## src/rtl/rcon_seq_gen.sv

```systemverilog
// AES round-constant sequencer: walks rcon forward (xtime) or backward (GF halving), 1-cycle registered latency.
// Backpressure: i_adv is ignored unless o_valid=1; optional RCON_SEQ_WRAP_EN reloads the start value instead of stopping.
module rcon_seq_gen #(
    parameter int WORD_W   = 32,
    parameter int BYTE_POS = WORD_W/8-1
) (
    input  logic              i_clk,
    input  logic              i_rst_n,
    input  logic              i_start,
    input  logic [1:0]        i_key_len,
    input  logic              i_dir,
    input  logic              i_adv,
    output logic [WORD_W-1:0] o_rcon,
    output logic [3:0]        o_idx,
    output logic              o_valid,
    output logic              o_last,
    output logic              o_busy
);

    localparam logic [1:0] S_IDLE = 2'd0;
    localparam logic [1:0] S_RUN  = 2'd1;
    localparam logic [1:0] S_DONE = 2'd2;

    logic [1:0] r_state, w_state_nxt;
    logic [7:0] r_rc, w_rc_nxt;
    logic [3:0] r_idx, w_idx_nxt;
    logic       r_last, w_last_nxt;
    logic [1:0] r_klen, w_klen_nxt;
    logic       r_dir, w_dir_nxt;

    logic [1:0] w_klen_in;
    logic [3:0] w_top;
    logic [7:0] w_fwd_rc;
    logic [7:0] w_rev_rc;

    function automatic logic [3:0] f_last_idx(input logic [1:0] klen);
        case (klen)
            2'b01:   f_last_idx = 4'd7;
            2'b10:   f_last_idx = 4'd6;
            default: f_last_idx = 4'd9;
        endcase
    endfunction

    function automatic logic [7:0] f_final_rc(input logic [1:0] klen);
        case (klen)
            2'b01:   f_final_rc = 8'h80;
            2'b10:   f_final_rc = 8'h40;
            default: f_final_rc = 8'h36;
        endcase
    endfunction

    always_comb begin
        w_klen_in   = (i_key_len == 2'b11) ? 2'b00 : i_key_len;
        w_top       = f_last_idx(r_klen);
        w_fwd_rc    = {r_rc[6:0], 1'b0} ^ (r_rc[7] ? 8'h1b : 8'h00);
        w_rev_rc    = r_rc[0] ? (((r_rc ^ 8'h1b) >> 1) | 8'h80) : (r_rc >> 1);
        w_state_nxt = r_state;
        w_rc_nxt    = r_rc;
        w_idx_nxt   = r_idx;
        w_last_nxt  = r_last;
        w_klen_nxt  = r_klen;
        w_dir_nxt   = r_dir;
        if (i_start) begin
            // start takes priority over a coincident advance
            w_state_nxt = S_RUN;
            w_klen_nxt  = w_klen_in;
            w_dir_nxt   = i_dir;
            w_rc_nxt    = i_dir ? f_final_rc(w_klen_in) : 8'h01;
            w_idx_nxt   = i_dir ? f_last_idx(w_klen_in) : 4'd0;
            w_last_nxt  = 1'b0;
        end else if (r_state == S_RUN && i_adv) begin
            if (r_last) begin
`ifdef RCON_SEQ_WRAP_EN
                w_rc_nxt    = r_dir ? f_final_rc(r_klen) : 8'h01;
                w_idx_nxt   = r_dir ? w_top : 4'd0;
                w_last_nxt  = 1'b0;
`else
                w_state_nxt = S_DONE;
                w_last_nxt  = 1'b0;
`endif
            end else if (!r_dir) begin
                w_rc_nxt   = w_fwd_rc;
                w_idx_nxt  = r_idx + 4'd1;
                w_last_nxt = ((r_idx + 4'd1) == w_top);
            end else begin
                w_rc_nxt   = w_rev_rc;
                w_idx_nxt  = r_idx - 4'd1;
                w_last_nxt = (r_idx == 4'd1);
            end
        end
    end

    always_ff @(posedge i_clk or negedge i_rst_n) begin
        if (!i_rst_n) begin
            r_state <= S_IDLE;
            r_rc    <= 8'h00;
            r_idx   <= 4'd0;
            r_last  <= 1'b0;
            r_klen  <= 2'b00;
            r_dir   <= 1'b0;
        end else begin
            r_state <= w_state_nxt;
            r_rc    <= w_rc_nxt;
            r_idx   <= w_idx_nxt;
            r_last  <= w_last_nxt;
            r_klen  <= w_klen_nxt;
            r_dir   <= w_dir_nxt;
        end
    end

    always_comb begin
        o_rcon = '0;
        o_rcon[BYTE_POS*8 +: 8] = r_rc;
    end

    assign o_idx   = r_idx;
    assign o_valid = (r_state == S_RUN);
    assign o_busy  = (r_state == S_RUN);
    assign o_last  = r_last;

endmodule

```

## config.mk

```make
export PLATFORM = sky130hd
export DESIGN_NAME = rcon_seq_gen
export DESIGN_NICKNAME = d
export VERILOG_FILES = /design/src/rtl/rcon_seq_gen.sv
export SDC_FILE = /design/constraint.sdc
export NUM_CORES = 1
export LEC_CHECK = 0
export CAP_MARGIN = 20
export CORE_MARGIN = 2
export CORE_UTILIZATION = 39
export CTS_BUF_LIST = sky130_fd_sc_hd__clkbuf_2
export DETAILED_ROUTE_END_ITERATION = 10
export PLACE_DENSITY = 0.68
export SKIP_CTS_REPAIR_TIMING = 1
export SLEW_MARGIN = 0
export SYNTH_ARGS = -nofsm -noshare
export SYNTH_HDL_FRONTEND = slang
export SYNTH_SLANG_ARGS = --single-unit
```

## constraint.sdc

```tcl
create_clock -name i_clk -period 3.32 [get_ports i_clk]
set_input_delay 0.498 -clock i_clk [delete_from_list [all_inputs] [get_ports i_clk]]
set_output_delay 0.498 -clock i_clk [all_outputs]
set_load 0.01 [all_outputs]
```

**Run 1: cell sizes after repair**

The bar under the picture is 20 um long.
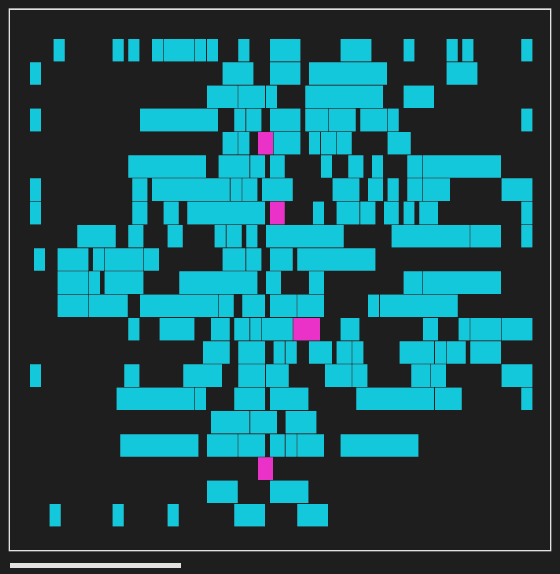
_0 and _1 cells -> cyan  # cells 165, share 98%
_2 cells -> magenta  # cells 4, share 2.4%

**Run 1: a small window of the routed layout**

The bar under the picture is 10 um long. Region (12, 0) to (52, 40) um. Cells in gray, sequential cells in the stronger gray; small squares are vias.
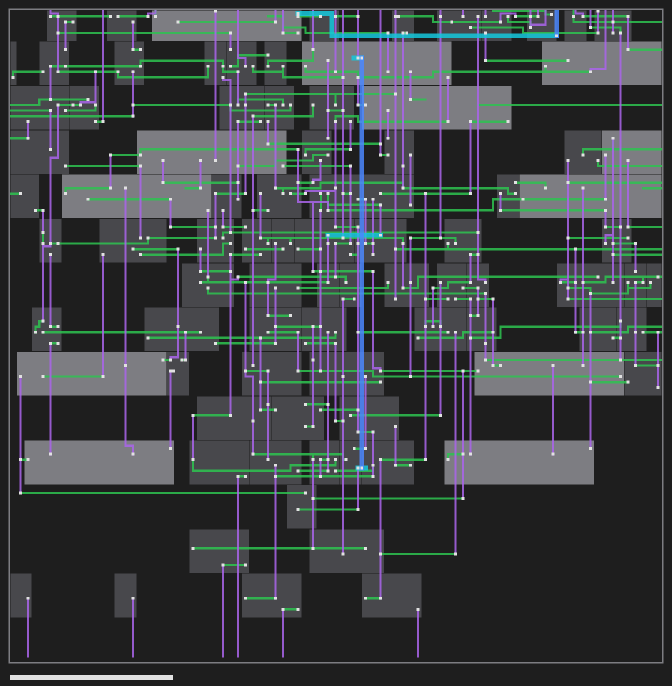
metal 4 -> blue
metal 1 -> green
metal 3 -> cyan
metal 2 -> purple
sequential cells in the window = 11
most frequent = dfrtp_1 (11), a21oi_1 (8), ha_1 (6)
cells with their middle in the window = 84
netlist names of flops here include = o_idx (4), r_klen (2), r_rc (2)

**Run 1: signal wires on met2**

The bar under the picture is 20 um long.
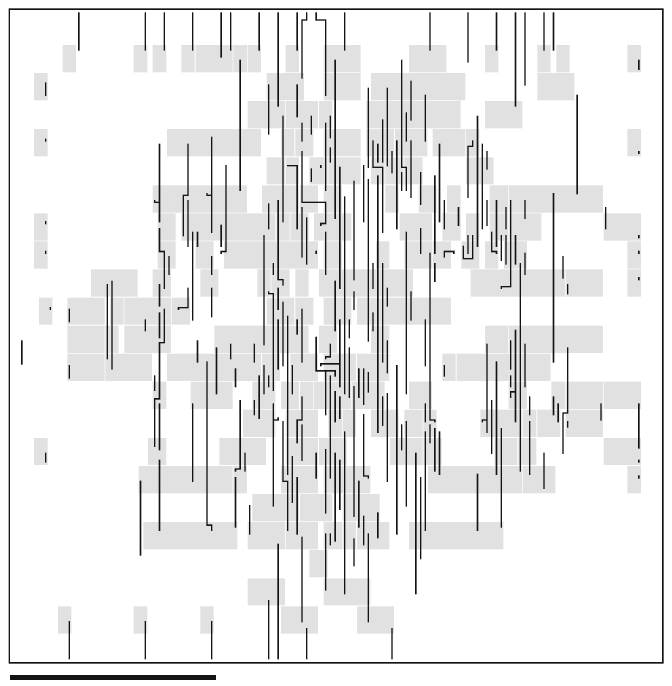
main direction = vertical
wire length on this layer = 1200 um
longest straight run = 24.8 um

==> reports/metrics.cfg, run 1 <==
[global_route]
grt_overflow = 0
grt_pass1_vias = 940
antenna_found_initial = 0
busiest_layer = met2
grt_use_total = 0.132
grt.met2_usage = 0.223
grt_use_met3 = 0.0143
grt_pass1_wl_mm = 4.22
grt_use_met1 = 0.166
grt_max_degree = 27

[yosys]
yosysWarnings = 0
synthCells = 156
yosys-stat-cells = 156
top_area_frac = 0.330
ys_sh_mux = 0.0449
syn_area_mm2 = 0.00137
ys_ff = 18
xor_share = 0.0705
top_area_cell = dfrtp_1
yosysMostFrequentCell = buf_4
ys_seq_frac = 0.330
ff_type = dfrtp_1
adder_share = 0.0733
synthTopCellsByCount = 25 x buf_4, 18 x dfrtp_1, 16 x a21oi_1
edf_count = 0
ys_sh_aoi = 0.144
synth_area_per_cell_um2 = 8.76
synth.distinct_cells = 35
simple_gate_share = 0.142
ys_chip_area_mm2 = 0.00137
top_logic_kind = buffers and inverters
area_leaders = dfrtp_1 33%, buf_4 14%, ha_1 7.3%, a21oi_1 5.9%, xnor2_1 4.5%
async_reset_ff_frac = 1.00

[worst_setup_path]
endpoint = o_busy
r2r_slack_ns = 1.36
crit_fanout = 4
crit_path_end_kind = primary output
r2r_end = o_last
path_cells = nor2b_1 > clkdlybuf4s50_1
cpPeakStageDelay_ns = 0.59
worst-path-buf-inv = 1
critPathLaunchType = register
r2r_cells = 3
critPathTopFamily = buffers and inverters
cp.depth = 2
reg2reg_from = o_last
slowest_stage = clkdlybuf4s50_1
worstPathRequired_ns = 2.82
path_class = reg2out
startpoint = r_state[0]
arrival_ns = 1.62

[die]
die_h_um = 63.2
dieArea_mm2 = 0.00399
ioPinCount = 46
core_mm2 = 0.00336
placementRows = 21
initCoreUtil = 0.406
die_x_um = 63.2

[final_timing]
fmax_mhz = 471
timing.slew.headroom = 0.444
whs_ns = 0.528
rsz0062_at_grt = no
finalClockPeriodUsage = 0.639
period_minus_slack_ns = 2.12
setup_ws_ns = 1.20
finalSetupTns_ns = 0
worst_pin_slew_ns = 0.831
hold_viol_final = 0
setup_viol = 0
skew_ns = 0.0124
drv_slew = 0

[worst_hold_path]
holdPathEnd = r_klen[1]
min_from = r_klen[1]
hold_class = reg2reg
hold_depth = 1

[clock_tree]
clk_pin_slew_worst_paths_ns = 0.19
cts_buffer_depth = 2
htreeDepth = 1
cts_tree = done
cts_buffers = 3
clk_latency_ns = 0.34
cts.sinks = 18
root_buffer = clkbuf_2

[layout]
synthToLayoutAreaGrowth_pct = 9.89
nets = 185
drive_above_1_share = 0.0237
diodes = 0

[power_and_ir_drop]
cellPowerDensity_mw_per_mm2 = 421
power_mw = 0.631
peakVddDrop_v = 0.000111
power.leakage_nw = 0.667

[placement]
hpwl_mm = 1.82
place_ws_ns = 0.867
io_buffer_count = 21
gp_congestion = 0.826

[drt]
top_layer = met4
wl_met2_mm = 1.20
drt-met1-wl_mm = 1.14
drt-initial-drc-count = 68
post-route-drc-count = 0
routedWlPerCell_um = 11.6
viasPerCell = 4.78
wl_met3_um = 101
vias = 1027
totalWireLength_mm = 2.48
dr.pass1.iters = 4
postRouteAntennaNets = 0

[job]
warnings = 31
cap_violations = 0

[outcome]
status = finished clean

[run 1: cell usage in the layout (no fill, tap or decap), drive strengths merged, types with 2 or more instances in the layout]
| cell | instances |
|---|---|
| conb | 24 |
| clkdlybuf4s50 | 21 |
| dfrtp | 18 |
| a21oi | 17 |
| nand2 | 12 |
| o21ai | 10 |
| ha | 8 |
| inv | 7 |
| xnor2 | 7 |
| nor2 | 5 |
| mux2i | 5 |
| nand3 | 5 |
| xor2 | 4 |
| o211ai | 3 |
| clkbuf | 3 |
| and3b | 2 |
| o22ai | 2 |
| or4 | 2 |
| nand2b | 2 |
[run 1: area by class of cell]
| cell class | instances | area [um^2] |
|---|---|---|
| clock buffer | 3 | 15.0 |
| clock inverter | 1 | 3.75 |
| fill | 351 | 1860 |
| inverter | 7 | 26.3 |
| multi-input combinational | 119 | 738 |
| sequential | 18 | 450 |
| tap | 46 | 57.6 |
| timing repair buffer | 21 | 210 |
[run 1: through the flow]
| stage | instance area, um^2 | utilization | cells |
|---|---|---|---|
| 3_3_place_gp | 1480 | 0.441 | 211 |
| 3_5_place_dp | 1480 | 0.441 | 211 |
| 4_1_cts | 1500 | 0.446 | 215 |
| 6_report | 1500 | 0.446 | 215 |
| 2_1_floorplan | 1450 | - | 179 |
| 5_1_grt | 1500 | 0.446 | 215 |
[run 1: registers in the layout, indices dropped and copies added (netlist names)]
name,flops
o_idx,4
o_last,1
r_dir,1
r_klen,2
r_rc,8
r_state,2
[run 1: where the power goes]
group / total [mW] / internal (mW) / switching, mW
registers: 0.296 / 0.246 / 0.0495
logic: 0.232 / 0.120 / 0.112
clock network: 0.103 / 0.0262 / 0.0773
==> run 2: changes to the inputs <==
==> constraint.sdc (replaced) <==
create_clock -name i_clk -period 2.15 [get_ports i_clk]
set_input_delay 0.3225 -clock i_clk [delete_from_list [all_inputs] [get_ports i_clk]]
set_output_delay 0.3225 -clock i_clk [all_outputs]
set_load 0.01 [all_outputs]
**Run 2: routing congestion map**

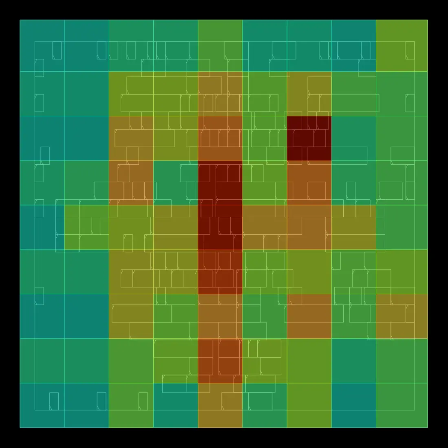
met2 Use GR: 0.237
gr busiest metal: met2
Total GRT Usage: 0.134
grt met1 use: 0.166
Finished Core Util: 0.456

**Run 2: the metal 1 layer**

The bar under the picture is 20 um long. Supply wires on this layer in gray.
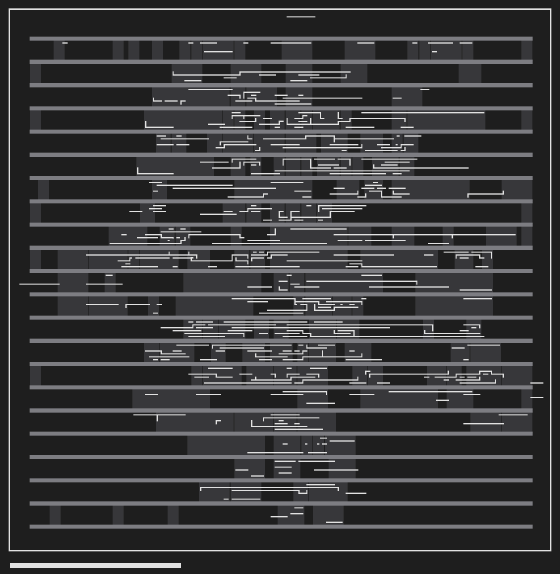
wire length on this layer = 1120 um
nets with wire on the layer = 155
share of all routed wire = 44%
main direction = horizontal

==> run 2 against run 1 <==
Setup slack got worse by 0.90 ns. Sequential power rose by 53%. Clock skew fell by 0.010 ns. Utilization rose by 1.0 points. Die size did not move. Largest power group unchanged.
==> reports/metrics.cfg, run 2 <==
[worst_setup_path]
arrival_ns = 1.53
critPathLaunchType = register
path_class = reg2out
worst-path-buf-inv = 1
crit_path_end_kind = primary output
worstPathRequired_ns = 1.83
crit_fanout = 4
critPathTopFamily = buffers and inverters
cpPeakStageDelay_ns = 0.58

[power_and_ir_drop]
p_sw_mw = 0.359
cellPowerDensity_mw_per_mm2 = 632
power.leakage_nw = 0.690
power_mw = 0.971
pwr-share-clk = 0.144
intPower_mw = 0.612
seqPwrFrac = 0.466

[drt]
vias = 1063
viasPerCell = 4.85
post-route-drc-count = 0
routedWlPerCell_um = 11.6

[layout]
comb_area_um2 = 738
synthToLayoutAreaGrowth_pct = 12.4
layout_top_cell = conb_1
top_register = r_rc
diodes = 0
largest_reg_flops = 8
ff_latch_area_um2 = 450
drive_above_1_share = 0.0520
nets = 190
most-common-layout-cells = 24 x conb_1, 21 x clkdlybuf4s50_1, 18 x dfrtp_1
design_area_mm2 = 0.00154
final_cells = 219

[clock_tree]
root_buffer = clkbuf_2
cts_buffers = 3
cts_tree = done
clk_pin_slew_worst_paths_ns = 0.17
htreeDepth = 1

[yosys]
ff_type = dfrtp_1
yosysMostFrequentCell = buf_4
top_area_cell = dfrtp_1
yosys-stat-cells = 156
synth_area_per_cell_um2 = 8.76
synthTopCellsByCount = 25 x buf_4, 18 x dfrtp_1, 16 x a21oi_1
syn_area_mm2 = 0.00137
ys_chip_area_mm2 = 0.00137
area_leaders = dfrtp_1 33%, buf_4 14%, ha_1 7.3%, a21oi_1 5.9%, xnor2_1 4.5%
top_area_frac = 0.330
ys_seq_frac = 0.330
synthCells = 156
ys_ff = 18
yosysWarnings = 0

[placement]
io_buffer_count = 21
place_ws_ns = 0.326
gp_congestion = 0.831

[die]
core_mm2 = 0.00336
die_x_um = 63.2
initCoreUtil = 0.406
placementRows = 21
ioPinCount = 46
dieArea_mm2 = 0.00399

[final_timing]
period_minus_slack_ns = 1.85
drv_slew = 0
setup_viol = 0
setup_ws_ns = 0.299
finalClockPeriodUsage = 0.861

[job]
cap_violations = 0

[global_route]
grt_overflow = 0
grt_pass1_wl_mm = 4.34
antenna_found_initial = 0

[outcome]
status = finished clean

[worst_hold_path]
hold_class = in2async

-- run 2: netlist changes by cell type in the layout (fill, tap and decap cells not counted), sizes merged --
cell    change
clkinv      -1
buf         +5
-- run 2: final cells by class --
type / instances / share of cell area
multi-input cells: 119 / 0.481
flip-flops and latches: 18 / 0.293
repair buffers: 26 / 0.161
well taps: 46 / 0.0375
inverters: 7 / 0.0171
clock buffers: 3 / 0.00978
-- run 2: layer usage --
| metal | wire, um | GRT usage |
|---|---|---|
| met4 | 40 | 0.0571 |
| met2 | 1280 | 0.237 |
| met5 | 0 | 0 |
| met3 | 102 | 0.0125 |
| met1 | 1120 | 0.166 |
-- run 2: power by group through the flow --
stage / registers [mW] / clock network [mW] / logic (mW)
6_report: 0.452 / 0.140 / 0.378
2_1_floorplan: 0.450 / 0 / 0.275
5_1_grt: 0.465 / 0.150 / 0.419
3_5_place_dp: 0.460 / 0 / 0.378
4_1_cts: 0.453 / 0.143 / 0.381
3_3_place_gp: 0.456 / 0 / 0.372
-- run 2: final timing paths --
| path | startpoint | endpoint | slack, ns | cells past startpoint |
|---|---|---|---|---|
| max | r_state[0] | o_valid | 0.30 | 2 |
| min | i_rst_n | r_rc[3] | 0.32 | 2 |
| max reg2reg | o_idx[1] | o_idx[3] | 0.62 | 4 |
| min reg2reg | r_klen[1] | r_klen[1] | 0.53 | 1 |
| max in group asynchronous | i_rst_n | o_idx[2] | 1.64 | 2 |
| min in group i_clk | r_klen[1] | r_klen[1] | 0.53 | 1 |
-- run 2: cell families after synthesis --
logic type	share of synthesized area
xor+xnor	0.0705
compound gates	0.144
flops	0.330
buf+inv	0.193
other cells	0.00274
fa+ha+maj	0.0733
simple gates	0.142
mux	0.0449
==> run 3: changes to the inputs <==
--- a/config.mk
+++ b/config.mk
@@ -6,6 +6,7 @@
 export NUM_CORES = 1
 export LEC_CHECK = 0
 export CAP_MARGIN = 20
+export CORE_ASPECT_RATIO = 0.7
 export CORE_MARGIN = 2
 export CORE_UTILIZATION = 39
 export CTS_BUF_LIST = sky130_fd_sc_hd__clkbuf_2
**Run 3: the metal 1 layer**

The bar under the picture is 20 um long. Supply wires on this layer in gray.
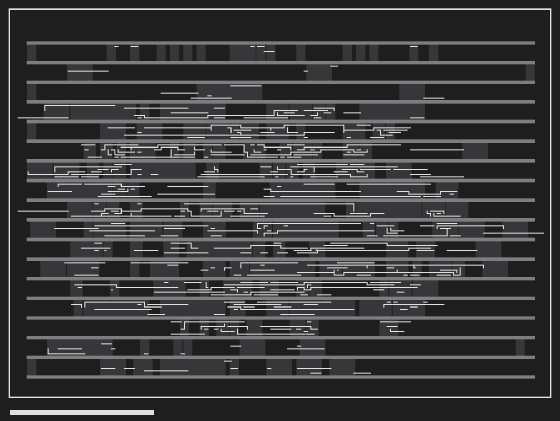
wire length on this layer = 1330 um
main direction = horizontal
share of all routed wire = 51%
longest straight run = 24.8 um

**Run 3: cell sizes after repair**

The bar under the picture is 20 um long.
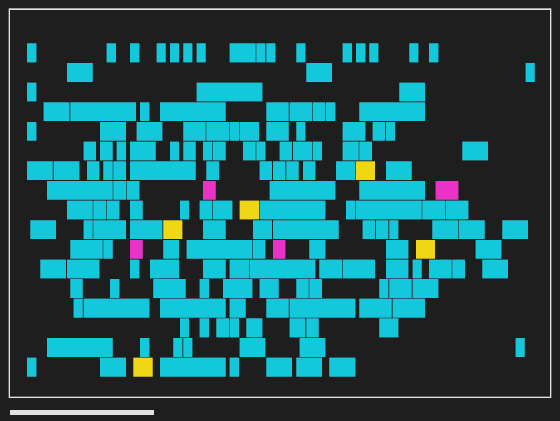
_2 cells -> magenta  # cells 4, share 2.3%
_0 and _1 cells -> cyan  # cells 165, share 95%
_3 and _4 cells -> yellow  # cells 5, share 2.9%

==> run 3 against run 2 <==
Cell count is 0.91% higher. Critical path depth stayed put. Global-route usage is 1.5 points higher. Via count is 2.2% lower. Worst hold slack worse by 0.0083 ns. Sequential power hardly changed. First-iteration DRC count is 26% higher. Die size is 0.18% higher. Synthesized cell count stayed put. Flip-flop count stayed put. Critical path type unchanged.
==> reports/metrics.cfg, run 3 <==
[outcome]
status = finished clean

[drt]
post-route-drc-count = 0
vias = 1040
postRouteAntennaNets = 0
totalWireLength_mm = 2.63
dr.pass1.iters = 4
viasPerCell = 4.71
routedWlPerCell_um = 11.9
drt-initial-drc-count = 49

[worst_setup_path]
cpPeakStageDelay_ns = 0.58
path_class = reg2out
arrival_ns = 1.56
slowest_stage = clkdlybuf4s50_1
crit_fanout = 4
worstPathRequired_ns = 1.83
critPathLaunchType = register
crit_path_end_kind = primary output
critPathTopFamily = buffers and inverters
worst-path-buf-inv = 1
path_cells = nor2b_1 > clkdlybuf4s50_1

[placement]
io_buffer_count = 21
place_ws_ns = 0.373
dpl_cell_area_mm2 = 0.00152
gp_congestion = 0.784
hpwl_mm = 2.04

[yosys]
synthCells = 156
ys_chip_area_mm2 = 0.00137
top_area_cell = dfrtp_1
edf_count = 0
synthTopCellsByCount = 25 x buf_4, 18 x dfrtp_1, 16 x a21oi_1
syn_area_mm2 = 0.00137
ys_ff = 18
yosysMostFrequentCell = buf_4
synth.distinct_cells = 35
ff_type = dfrtp_1
synth_area_per_cell_um2 = 8.76
yosys-stat-cells = 156
async_reset_ff_frac = 1.00
top_area_frac = 0.330
yosysWarnings = 0
area_leaders = dfrtp_1 33%, buf_4 14%, ha_1 7.3%, a21oi_1 5.9%, xnor2_1 4.5%
ys_seq_frac = 0.330

[global_route]
grt_overflow = 0
grt_pass1_vias = 980
grt_pass1_wl_mm = 4.49
grt_use_total = 0.149
antenna_found_initial = 0
grt_max_degree = 19

[die]
die_x_um = 74.7
initCoreUtil = 0.420
core_mm2 = 0.00325
die_h_um = 53.5
ioPinCount = 46
dieArea_mm2 = 0.00400
placementRows = 17

[final_timing]
finalSetupTns_ns = 0
period_minus_slack_ns = 1.88
finalClockPeriodUsage = 0.876
hold_viol_final = 0
rsz0062_at_grt = no
whs_ns = 0.312
setup_ws_ns = 0.267
drv_slew = 0
setup_viol = 0
fmax_mhz = 531
skew_ns = 0.00320

[layout]
most-common-layout-cells = 24 x conb_1, 21 x clkdlybuf4s50_1, 18 x dfrtp_1
design_area_mm2 = 0.00154
diodes = 0
comb_area_um2 = 738
largest_reg_flops = 8
top_register = r_rc
nets = 190
ff_latch_area_um2 = 450
layout_top_cell = conb_1
drive_above_1_share = 0.0517
fillCellCount = 335
synthToLayoutAreaGrowth_pct = 12.7

[clock_tree]
cts_tree = done
cts_buffers = 3
clk_pin_slew_worst_paths_ns = 0.18
root_buffer = clkbuf_2
cts.sinks = 18
htreeDepth = 1
clk_latency_ns = 0.31
cts_buffer_depth = 2

[power_and_ir_drop]
peakVddDrop_v = 0.000313
power.leakage_nw = 0.692
cellPowerDensity_mw_per_mm2 = 639

[worst_hold_path]
hold_class = in2async

[job]
warnings = 31
cap_violations = 0

-- run 3: cell families after synthesis --
family                   count (synthesis)  share of synthesized area
other                                    1                    0.00274
flip-flops                              18                      0.330
AND-OR/OR-AND                           35                      0.144
adder cells (fa/ha/maj)                  8                     0.0733
AND/OR/NAND/NOR                         35                      0.142
multiplexers                             6                     0.0449
XOR/XNOR                                11                     0.0705
buffers and inverters                   42                      0.193
-- run 3: layout make-up --
cell class,count,share of cell area
multi-input combinational,119,0.479
timing repair buffer,26,0.161
clock inverter,1,0.00244
inverter,7,0.0171
tap,47,0.0382
sequential,18,0.292
clock buffer,3,0.00975
-- run 3: layer usage --
layer | up-vias | track usage | part of all wire
li1 | 512 | - | -
met1 | 503 | 0.216 | 0.51
met2 | 25 | 0.226 | 0.45
met3 | 0 | 0.0362 | 0.048
met4 | 0 | 0.0268 | 0
met5 | - | 0 | 0
-- run 3: stage by stage --
stage,cells,util,power [mW]
after detailed placement,217,0.468,0.840
after global placement,217,0.468,0.830
final,221,0.473,0.984
after global routing,221,0.473,1.07
after CTS,221,0.473,0.990
after floorplan,179,-,0.724
-- run 3: power breakdown --
group	leakage, nW	switching, mW	internal (mW)
sequential	0.225	0.0698	0.380
clock	0.0140	0.109	0.0404
combinational	0.453	0.190	0.195
-- run 3: worst paths after layout --
path / from / endpoint / slack, ns / cells after the start
worst max-delay path: r_state[0] / o_valid / 0.27 / 2
worst min-delay path: i_rst_n / r_rc[4] / 0.31 / 2
worst max register to register: o_idx[0] / o_idx[3] / 0.55 / 4
worst min register to register: r_klen[1] / r_klen[1] / 0.53 / 1
max in group asynchronous: i_rst_n / r_rc[7] / 1.65 / 2
min in group i_clk: r_klen[1] / r_klen[1] / 0.53 / 1
Power and IR drop assume default switching activity.
